## src/rtl/tran_cnt6.sv

```systemverilog
// Six saturating per-element transition counters with common-mode normalization,
// a registered least-used-element search, and a sticky overflow flag.
module tran_cnt6 #(
   parameter int unsigned W = 8
) (
   input  logic           clk,
   input  logic           rst,
   input  logic [5:0]     ST,
   input  logic           en,
   input  logic           clr,
   output logic [6*W-1:0] CNT,
   output logic [2:0]     MIN_IDX,
   output logic           VLD,
   output logic           OVF
);

   logic [6*W-1:0] cnt_next;
   logic           sat_hit;
   logic [2:0]     min_sel;
   logic           acc_d1;

   // Saturating increment, then subtract one from every counter when none is zero,
   // so the counters track relative usage without drifting toward saturation.
   always_comb begin
      logic [W-1:0] cur;
      logic [W-1:0] inc [6];
      logic         all_pos;
      sat_hit  = 1'b0;
      all_pos  = 1'b1;
      cnt_next = '0;
      for (int unsigned i = 0; i < 6; i++) begin
         cur = CNT[i*W +: W];
         if (ST[i] && (cur != '1)) begin
            inc[i] = cur + 1'b1;
         end else begin
            inc[i] = cur;
         end
         if (ST[i] && (cur == '1)) begin
            sat_hit = 1'b1;
         end
         if (inc[i] == '0) begin
            all_pos = 1'b0;
         end
      end
      for (int unsigned i = 0; i < 6; i++) begin
         cnt_next[i*W +: W] = all_pos ? (inc[i] - 1'b1) : inc[i];
      end
   end

   // Strict less-than keeps the lowest index on ties.
   always_comb begin
      logic [W-1:0] min_val;
      min_val = CNT[0 +: W];
      min_sel = '0;
      for (int unsigned i = 1; i < 6; i++) begin
         if (CNT[i*W +: W] < min_val) begin
            min_val = CNT[i*W +: W];
            min_sel = 3'(i);
         end
      end
   end

   always_ff @(posedge clk or posedge rst) begin
      if (rst) begin
         CNT     <= '0;
         OVF     <= 1'b0;
         MIN_IDX <= '0;
         VLD     <= 1'b0;
         acc_d1  <= 1'b0;
      end else if (clr) begin
         CNT     <= '0;
         OVF     <= 1'b0;
         MIN_IDX <= '0;
         VLD     <= 1'b0;
         acc_d1  <= 1'b0;
      end else begin
         acc_d1  <= en;
         VLD     <= acc_d1;
         MIN_IDX <= min_sel;
         if (en) begin
            CNT <= cnt_next;
            OVF <= OVF | sat_hit;
         end
      end
   end

endmodule

```

## config.mk

```make
export PLATFORM = sky130hd
export DESIGN_NAME = tran_cnt6
export DESIGN_NICKNAME = d
export VERILOG_FILES = /design/src/rtl/tran_cnt6.sv
export SDC_FILE = /design/constraint.sdc
export NUM_CORES = 1
export LEC_CHECK = 0
export ABC_AREA = 1
export CAP_MARGIN = 20
export CORE_MARGIN = 3
export CORE_UTILIZATION = 30
export CTS_CLUSTER_SIZE = 40
export DETAILED_ROUTE_END_ITERATION = 8
export PLACE_DENSITY_LB_ADDON = 0.25
export SLEW_MARGIN = 20
export SYNTH_ARGS = -nofsm -noshare
export SYNTH_HDL_FRONTEND = slang
export SYNTH_SLANG_ARGS = --single-unit
```

## constraint.sdc

```tcl
create_clock -name clk -period 17.2 [get_ports clk]
set_input_delay 2.58 -clock clk [delete_from_list [all_inputs] [get_ports clk]]
set_output_delay 2.58 -clock clk [all_outputs]
set_load 0.1 [all_outputs]
```

**Gate families picked out**

Drawn at 3 px/um.
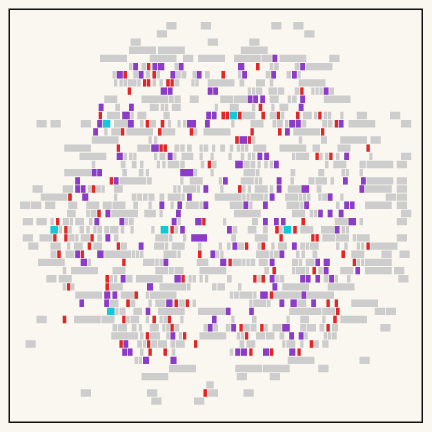
red -> inverters  # cells 106
cyan -> AND-OR and OR-AND gates  # cells 6
purple -> inverting AOI/OAI gates  # cells 145
most frequent logic cell in the layout: nand2_1
non-filler cells, final: 1037
combinational share of cell area: 54.2%

**Clock wires, drivers and flops**

Drawn at 3 px/um.
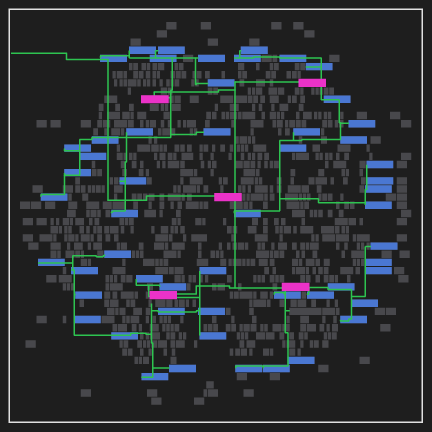
blue -> flip-flops  # count 54
green -> clock wires  # length 961 um
magenta -> cells driving clock nets  # count 5
flops lie = widely spread
routed clock nets = 6
Layout Skew: 0.0112 ns
clk_lat worst skew: 0.31 ns

==> impl_metrics.yaml <==
# synthesis and place-and-route metrics
outcome:
  status: "complete, no violations"
final_timing:
  holdWs_ns: 0.470
  relSlewSlack_pct: 30.6
  rsz0062_at_grt: "false"
  post-route-min-period_ns: 6.62
  finalSetupViolCount: 0
  slew_viol_final: 0
  layout_setup_ws_ns: 10.58
  finalSetupTns_ns: 0
  finalClockPeriodUsage_pct: 38.5
  worstMarginPinSlew_ns: 1.04
final_layout:
  largest_reg_flops: 48
  area_growth_pct: 19.8
  nNetsFinal: 874
  diodes: 0
  most-common-layout-cells: "nand2_1, inv_1, o21ai_0"
  top_register: "CNT"
  reg_top3: "CNT x48, MIN_IDX x3"
  drive_above_1_share_pct: 4.53
setup_path:
  cp.required_ns: 17.40
  cp.depth: 32
  start_kind: "flip-flop"
  crit_family: "AND-OR/OR-AND gates"
  cp_num_buf_inv: 1
  crit_end: "MIN_IDX[1]$_DFF_PP0_"
  reg2reg_depth: 32
  slowest_stage: "dfrtp_1"
  worstReg2RegStart: "CNT[5]$_DFFE_PP0P_"
  crit_fanout: 18
cts:
  cts_resized: 0
  cts_max_level: 2
  cts-root-buf: "clkbuf_16"
  cts.clk_slew.worst_paths_ns: 0.07
synthesis:
  simple_gate_share_pct: 29.4
  seq_area_frac_synth_pct: 26.2
  yosys.area.top_type: "dfrtp_1"
  ys_chip_area_um2: 5160
  ys.flops: 54
  ys_cells: 759
  floorplan.nets: 817
  ys.flop_type: "dfrtp_1"
  most_common_cell: "nand2_1"
  syn_inst: 759
  xor_area_share_pct: 7.63
  yosys.area_share.adder_pct: 11.6
  synthAoiAreaFrac_pct: 16.3
  synthTopCellsByCount: "nand2_1, inv_1, o21ai_0"
  mux_share_pct: 0
die:
  fp_util_pct: 30.9
  io_pins: 63
  core.rowCount: 47
  coreArea_um2: 16700
detailed_routing:
  ant_nets: 0
  finalWirelength_mm: 16.2
  drtIter0Drc: 474
place:
  place_congestion: 0.958
  hpwl_mm: 12.4
global_route:
  grt_pass1_wl_mm: 26.0
  gr-usage-all-layers_pct: 17.8
  antenna_found_initial: 0
run:
  warnings: 31
  max_cap_viol_count: 0
worst_hold_path:
  whs_path_depth: 2
**Port wiring**

Drawn at 3 px/um.
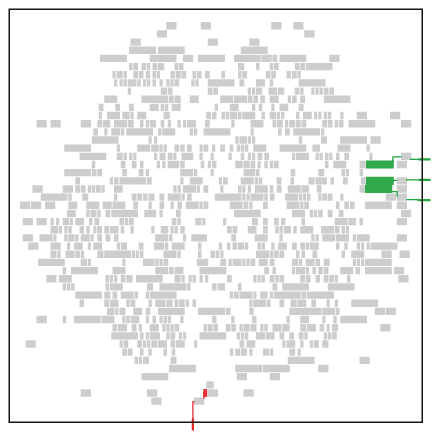
red -> rst  # bits 1, direction input, edge south, end cells 1, buffers 1, wire 8.80 um
green -> MIN_IDX  # bits 3, direction output, edge east, end cells 3, buffers 3, wire 22.0 um

**Congestion heat map**

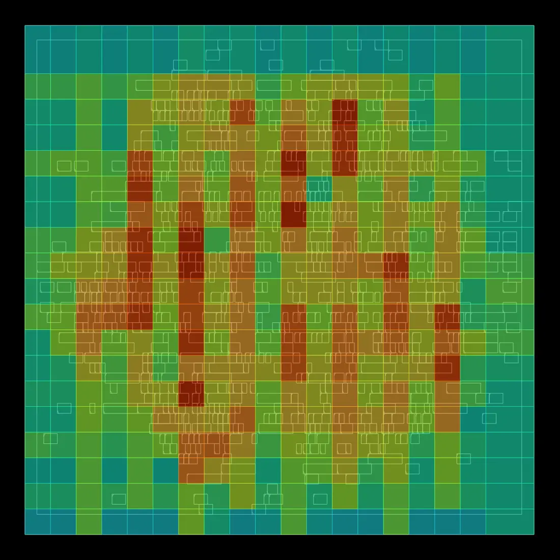
GR Layer Usage met1: 25.2%
global-route track usage on met3: 3.21%
final core occ: 37.0%
WL/cell: 15.7 um

-- per-layer routing --
layer	track usage (%)	vias to the layer above	wire length, um
met5	0	-	0
met3	3.21	12	676
met2	28.4	105	7390
met4	3.38	0	188
li1	-	2651	-
met1	25.2	2347	7990
-- layout make-up --
| class | count | area (um^2) | share of cell area, % |
|---|---|---|---|
| Multi-Input combinational cell | 584 | 3360 | 54.2 |
| Clock inverter | 1 | 30.0 | 0.485 |
| Timing Repair Buffer | 65 | 643 | 10.4 |
| Clock buffer | 7 | 133 | 2.14 |
| Inverter | 106 | 398 | 6.43 |
| Sequential cell | 54 | 1350 | 21.8 |
| Tap cell | 220 | 275 | 4.45 |
-- metrics by stage --
stage,cells
global route,1037
finish,1037
CTS,1037
global placement,1029
floorplan,759
detailed placement,1029
